==> images/wires.png <==
Bar = 100 um.
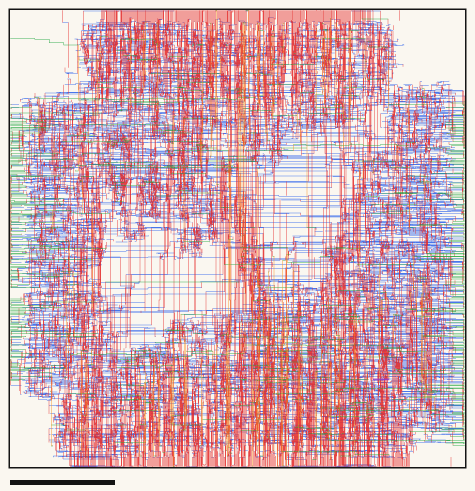
==> images/layer_met4.png <==
Supply wires on this layer in gray. Cells faint in the background.
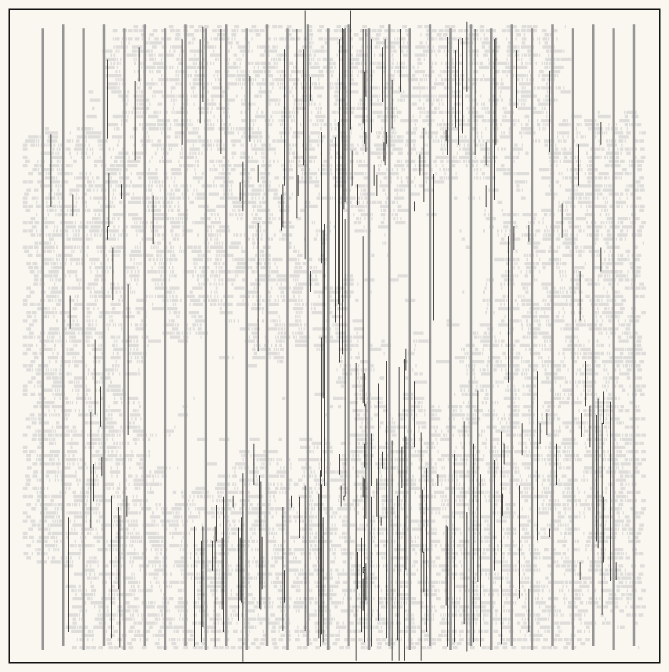
==> images/placement.png <==
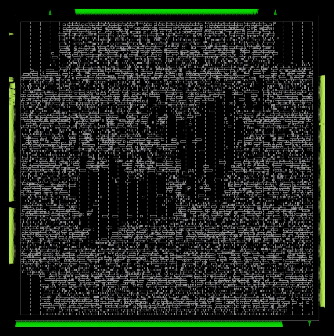
`config.mk`:
```
export PLATFORM = sky130hd
export DESIGN_NAME = snake_vga_render_flat
export DESIGN_NICKNAME = d
export VERILOG_FILES = /design/src/rtl/snake_vga_render_if.sv /design/src/rtl/snake_vga_render.sv /design/src/flat_wrapper.sv
export SDC_FILE = /design/constraint.sdc
export NUM_CORES = 2
export LEC_CHECK = 0
export ABC_AREA = 1
export CAP_MARGIN = 20
export CORE_AREA = 8 8 424 426
export CTS_CLUSTER_DIAMETER = 50
export DETAILED_ROUTE_END_ITERATION = 8
export DIE_AREA = 0 0 432 434
export HOLD_SLACK_MARGIN = 0.12
export PLACE_DENSITY = 0.49
export SLEW_MARGIN = 20
export SYNTH_ARGS = -nofsm -noshare
export SYNTH_HDL_FRONTEND = slang
export SYNTH_SLANG_ARGS = --single-unit
```
`constraint.sdc`:
```
create_clock -name i_Clk -period 3.3 [get_ports i_Clk]
set_clock_uncertainty 0.2 [all_clocks]
set_input_delay 0.66 -clock i_Clk [delete_from_list [all_inputs] [get_ports i_Clk]]
set_output_delay 0.66 -clock i_Clk [all_outputs]
set_load 0.005 [all_outputs]
```
`src/rtl/snake_vga_render_if.sv`:
```
// Game-state inputs and VGA outputs of the snake renderer.
// master: the renderer (reads game state, drives the display).
// slave: the game core / display side.
interface snake_vga_render_if #(
  parameter int c_GRID_IDX_SZ = 10,
  parameter int c_WIDTH       = 32,
  parameter int c_HEIGHT      = 32
);
  logic [(c_WIDTH+1)*(c_HEIGHT+1)-1:0] i_SnakeGrid;
  logic [c_GRID_IDX_SZ-1:0]            i_Food;
  logic                                i_Kill;
  logic                                o_HSync;
  logic                                o_VSync;
  logic [3:0]                          o_Red;
  logic [3:0]                          o_Green;
  logic [3:0]                          o_Blue;
  logic                                o_Blank;
  logic                                o_FrameTick;

  modport master (
    input  i_SnakeGrid, i_Food, i_Kill,
    output o_HSync, o_VSync, o_Red, o_Green, o_Blue, o_Blank, o_FrameTick
  );

  modport slave (
    output i_SnakeGrid, i_Food, i_Kill,
    input  o_HSync, o_VSync, o_Red, o_Green, o_Blue, o_Blank, o_FrameTick
  );
endinterface

```
`src/rtl/snake_vga_render.sv`:
```
// 640x480@60 VGA renderer for the snake game. Stage 0 holds the raster and
// cell counters, stage 1 holds decoded timing and cell coordinates, stage 2
// looks the cell up in a once-per-frame shadow of the game state and drives
// the outputs, giving a fixed 2-cycle latency on every output.
module snake_vga_render #(
  parameter int c_GRID_IDX_SZ = 10,
  parameter int c_WIDTH       = 32,
  parameter int c_HEIGHT      = 32,
  parameter int c_CELL_PX     = 15
) (
  input logic                i_Clk,
  input logic                i_Rst,
  snake_vga_render_if.master bus
);
  localparam int c_GRID_BITS = (c_WIDTH + 1) * (c_HEIGHT + 1);
  localparam int c_CELLS     = c_WIDTH * c_HEIGHT;
  localparam int c_IDX_W     = $clog2(c_GRID_BITS);
  localparam int c_PLAY_W    = c_WIDTH * c_CELL_PX;

  localparam logic [9:0] c_H_LAST    = 10'd799;
  localparam logic [9:0] c_V_LAST    = 10'd524;
  localparam logic [9:0] c_H_ACT     = 10'd640;
  localparam logic [9:0] c_H_SYNC0   = 10'd656;
  localparam logic [9:0] c_H_SYNC1   = 10'd752;
  localparam logic [9:0] c_V_ACT     = 10'd480;
  localparam logic [9:0] c_V_SYNC0   = 10'd490;
  localparam logic [9:0] c_V_SYNC1   = 10'd492;
  localparam logic [9:0] c_X0        = 10'((640 - c_PLAY_W) / 2);
  localparam logic [9:0] c_X1        = 10'((640 - c_PLAY_W) / 2 + c_PLAY_W);
  localparam logic [9:0] c_CELL_LAST = 10'(c_CELL_PX - 1);
  localparam logic [9:0] c_COL_LAST  = 10'(c_WIDTH - 1);
  localparam logic [9:0] c_ROW_LAST  = 10'(c_HEIGHT - 1);

  // Stage 0: raster position plus cell sub-counters
  logic [9:0] h_q, h_d, v_q, v_d;
  logic [9:0] col_q, col_d, col_px_q, col_px_d;
  logic [9:0] srow_q, srow_d, row_px_q, row_px_d;
  logic       capture;

  // Stage 1: decoded timing and cell coordinates
  logic       hsync_q, vsync_q, blank_q, play_q, tick_q;
  logic [9:0] cell_col_q, cell_row_q;

  // Shadow copy of the game state
  logic [c_GRID_BITS-1:0]   grid_q;
  logic [c_GRID_IDX_SZ-1:0] food_q;
  logic                     kill_q;
  logic                     valid_q;

  // Stage 2 lookup
  logic [c_IDX_W-1:0] idx;
  logic               snake_hit, food_hit, border;
  logic [11:0]        rgb;

  // Next raster position; cell counters restart at the play-area edge and at frame start
  always_comb begin
    h_d = (h_q == c_H_LAST) ? 10'd0 : h_q + 10'd1;
    v_d = v_q;
    if (h_q == c_H_LAST) begin
      v_d = (v_q == c_V_LAST) ? 10'd0 : v_q + 10'd1;
    end

    col_d    = col_q;
    col_px_d = col_px_q + 10'd1;
    if (h_d == c_X0) begin
      col_d    = 10'd0;
      col_px_d = 10'd0;
    end else if (col_px_q == c_CELL_LAST) begin
      col_px_d = 10'd0;
      col_d    = col_q + 10'd1;
    end

    srow_d   = srow_q;
    row_px_d = row_px_q;
    if (h_q == c_H_LAST) begin
      if (v_d == 10'd0) begin
        srow_d   = 10'd0;
        row_px_d = 10'd0;
      end else if (row_px_q == c_CELL_LAST) begin
        row_px_d = 10'd0;
        srow_d   = srow_q + 10'd1;
      end else begin
        row_px_d = row_px_q + 10'd1;
      end
    end

    capture = (h_q == 10'd0) && (v_q == c_V_ACT);
  end

  // Raster counters
  always_ff @(posedge i_Clk) begin
    if (i_Rst) begin
      h_q      <= '0;
      v_q      <= '0;
      col_q    <= '0;
      col_px_q <= '0;
      srow_q   <= '0;
      row_px_q <= '0;
    end else begin
      h_q      <= h_d;
      v_q      <= v_d;
      col_q    <= col_d;
      col_px_q <= col_px_d;
      srow_q   <= srow_d;
      row_px_q <= row_px_d;
    end
  end

  // Shadow capture at the first blanked line; valid_q hides the zeroed state after reset
  always_ff @(posedge i_Clk) begin
    if (i_Rst) begin
      grid_q  <= '0;
      food_q  <= '0;
      kill_q  <= 1'b0;
      valid_q <= 1'b0;
    end else if (capture) begin
      grid_q  <= bus.i_SnakeGrid;
      food_q  <= bus.i_Food;
      kill_q  <= bus.i_Kill;
      valid_q <= 1'b1;
    end
  end

  // Stage 1: sync/blank decode and screen-row to grid-row flip
  always_ff @(posedge i_Clk) begin
    if (i_Rst) begin
      hsync_q    <= 1'b1;
      vsync_q    <= 1'b1;
      blank_q    <= 1'b1;
      play_q     <= 1'b0;
      tick_q     <= 1'b0;
      cell_col_q <= '0;
      cell_row_q <= '0;
    end else begin
      hsync_q    <= !((h_q >= c_H_SYNC0) && (h_q < c_H_SYNC1));
      vsync_q    <= !((v_q >= c_V_SYNC0) && (v_q < c_V_SYNC1));
      blank_q    <= !((h_q < c_H_ACT) && (v_q < c_V_ACT));
      play_q     <= (h_q >= c_X0) && (h_q < c_X1) && (v_q < c_V_ACT);
      tick_q     <= capture;
      cell_col_q <= col_q;
      cell_row_q <= c_ROW_LAST - srow_q;
    end
  end

  // Stage 2: cell lookup and colour priority
  always_comb begin
    idx       = c_IDX_W'({10'd0, cell_row_q} * 20'(c_WIDTH) + {10'd0, cell_col_q});
    snake_hit = (int'(idx) < c_CELLS) && grid_q[idx];
    food_hit  = (int'(food_q) == int'(idx)) && (int'(food_q) < c_CELLS);
    border    = (cell_row_q == 10'd0) || (cell_row_q == c_ROW_LAST) ||
                (cell_col_q == 10'd0) || (cell_col_q == c_COL_LAST);
    rgb = 12'h000;
    if (play_q) begin
      if (valid_q && snake_hit) begin
        rgb = kill_q ? 12'hFF0 : 12'h0F0;
      end else if (valid_q && food_hit) begin
        rgb = 12'hF00;
      end else if (border) begin
        rgb = 12'h888;
      end
    end
  end

  // Output registers
  always_ff @(posedge i_Clk) begin
    if (i_Rst) begin
      bus.o_HSync     <= 1'b1;
      bus.o_VSync     <= 1'b1;
      bus.o_Blank     <= 1'b1;
      bus.o_FrameTick <= 1'b0;
      bus.o_Red       <= 4'h0;
      bus.o_Green     <= 4'h0;
      bus.o_Blue      <= 4'h0;
    end else begin
      bus.o_HSync     <= hsync_q;
      bus.o_VSync     <= vsync_q;
      bus.o_Blank     <= blank_q;
      bus.o_FrameTick <= tick_q;
      bus.o_Red       <= blank_q ? 4'h0 : rgb[11:8];
      bus.o_Green     <= blank_q ? 4'h0 : rgb[7:4];
      bus.o_Blue      <= blank_q ? 4'h0 : rgb[3:0];
    end
  end
endmodule

```
`src/flat_wrapper.sv`:
```
// flat-port wrapper written by rule: the top's interface ports become plain ports
module snake_vga_render_flat 
#(
  parameter int c_GRID_IDX_SZ = 10,
  parameter int c_WIDTH       = 32,
  parameter int c_HEIGHT      = 32,
  parameter int c_CELL_PX     = 15
)
  (i_Clk, i_Rst, bus_i_SnakeGrid, bus_i_Food, bus_i_Kill, bus_o_HSync, bus_o_VSync, bus_o_Red, bus_o_Green, bus_o_Blue, bus_o_Blank, bus_o_FrameTick);
  snake_vga_render_if #(.c_GRID_IDX_SZ(c_GRID_IDX_SZ), .c_WIDTH(c_WIDTH), .c_HEIGHT(c_HEIGHT)) bus_i ();
  input logic i_Clk;
  input logic i_Rst;
  input wire logic [$bits(bus_i.i_SnakeGrid)-1:0] bus_i_SnakeGrid;
  input wire logic [$bits(bus_i.i_Food)-1:0] bus_i_Food;
  input wire logic [$bits(bus_i.i_Kill)-1:0] bus_i_Kill;
  output wire logic [$bits(bus_i.o_HSync)-1:0] bus_o_HSync;
  output wire logic [$bits(bus_i.o_VSync)-1:0] bus_o_VSync;
  output wire logic [$bits(bus_i.o_Red)-1:0] bus_o_Red;
  output wire logic [$bits(bus_i.o_Green)-1:0] bus_o_Green;
  output wire logic [$bits(bus_i.o_Blue)-1:0] bus_o_Blue;
  output wire logic [$bits(bus_i.o_Blank)-1:0] bus_o_Blank;
  output wire logic [$bits(bus_i.o_FrameTick)-1:0] bus_o_FrameTick;
  assign bus_i.i_SnakeGrid = bus_i_SnakeGrid;
  assign bus_i.i_Food = bus_i_Food;
  assign bus_i.i_Kill = bus_i_Kill;
  assign bus_o_HSync = bus_i.o_HSync;
  assign bus_o_VSync = bus_i.o_VSync;
  assign bus_o_Red = bus_i.o_Red;
  assign bus_o_Green = bus_i.o_Green;
  assign bus_o_Blue = bus_i.o_Blue;
  assign bus_o_Blank = bus_i.o_Blank;
  assign bus_o_FrameTick = bus_i.o_FrameTick;
  snake_vga_render #(.c_GRID_IDX_SZ(c_GRID_IDX_SZ), .c_WIDTH(c_WIDTH), .c_HEIGHT(c_HEIGHT), .c_CELL_PX(c_CELL_PX)) u_core (.i_Clk(i_Clk), .i_Rst(i_Rst), .bus(bus_i));
endmodule
```
==> impl_metrics.env <==
# source this file to load flow results
export IMPL_status="completed"
export IMPL_lay_top_cells="1653 x nor2_1, 1516 x nand2_1, 1127 x dfxtp_1"
export IMPL_synth_cell_types=42
export IMPL_fin_tns_setup_ns=0
export IMPL_syn_inst=7564
export IMPL_fp_dieH_um=434
export IMPL_cp_arrival_ns=3.66
export IMPL_antenna_found_initial=75
export IMPL_largest_register_ffs=1024
export IMPL_edf_count=0
export IMPL_worstSetupPathType="reg2reg"
export IMPL_clock_path_buffers=3
export IMPL_logic_gates=5135
export IMPL_layout_drive_gt1_share_pct=6.11
export IMPL_cts_buffers_inserted=158
export IMPL_crit_top_cell="nand2_1"
export IMPL_grt_pass1_wl_um=349000
export IMPL_clk_pin_slew_ns=0.06
export IMPL_placed_cell_area_um2=65200
export IMPL_busiest_layer="met2"
export IMPL_slowest_delay_ns=0.43
export IMPL_grt_max_degree=209
export IMPL_wl_per_cell_um=22.4
export IMPL_largest_cell_class="logic gates"
export IMPL_insertion_delay_ns=0.80
export IMPL_synth_seq_share_pct=43.9
Back to the opening pictures, wires.png:
- metal 3: green (wire length 12500 um)
- metal 4: orange (wire length 11200 um)
- metal 2: red (wire length 118 mm)
- metal 1: blue (wire length 103 mm)
- metal 5: purple (wire length 13.8 um)

Back to the opening pictures, layer_met4.png:
- share of all routed wire: 4.6%
- wire length on this layer: 11200 um
- main direction: vertical
- longest straight run: 217 um
- nets with wire on the layer: 134

Back to the opening pictures, placement.png:
Core Footprint: 173000 um2
Finished Layout Cells: 10922

==> cell families (layout without fill, tap and decap cells) <==
logic type	count (synthesis)	in the layout	synth area share, %
buffers and inverters	1301	2280	9.88
AOI/OAI and AO/OA	1248	1248	15.3
adders and majority gates	19	19	0.476
and+or+nand+nor	3834	3834	29.9
xor gates and xnor gates	31	31	0.527
DFF	1130	1130	43.9
other	1	55	0.00728
==> Yosys cell counts (8+ instances only) <==
| master | instances | area (um2) |
|---|---|---|
| a211oi_1 | 618 | 4640 |
| a21oi_1 | 76 | 380 |
| buf_1 | 10 | 37.5 |
| buf_2 | 138 | 691 |
| clkbuf_1 | 407 | 1530 |
| dfxtp_1 | 1130 | 22600 |
| ha_1 | 18 | 225 |
| inv_1 | 732 | 2750 |
| nand2_1 | 1518 | 5700 |
| nand3_1 | 574 | 2870 |
| nand4_1 | 19 | 119 |
| nor2_1 | 1658 | 6220 |
| nor3_1 | 24 | 120 |
| o211ai_1 | 29 | 218 |
| o21ai_0 | 515 | 2580 |
| or2_2 | 8 | 50.1 |
| xnor2_1 | 8 | 70.1 |
| xor2_1 | 23 | 201 |
==> worst paths after layout <==
path / start / end / depth (start not counted)
worst max register to register: u_core.cell_col_q[0] / u_core.bus.o_Red[3] / 18
worst min register to register: u_core.tick_q / u_core.bus.o_FrameTick / 2
worst min-delay path: i_Rst / u_core.grid_q[89] / 2
worst max-delay path: u_core.cell_col_q[0] / u_core.bus.o_Red[3] / 18
==> power by group <==
part           internal, mW  switching, mW  leakage, nW
Sequential             13.7        0.00781         9.10
Clock                  10.7           6.92         2.67
Combinational          1.15          0.720         17.4
Total                  25.5           7.65         29.1
==> what timing repair did <==
item	CTS	global route
pin swaps	0	2
gates cloned	0	2
endpoints found under the setup margin	5	5
gates resized	3	16
hold buffers	0	0
setup buffers	0	1
Power is estimated from default activity; no workload was simulated.
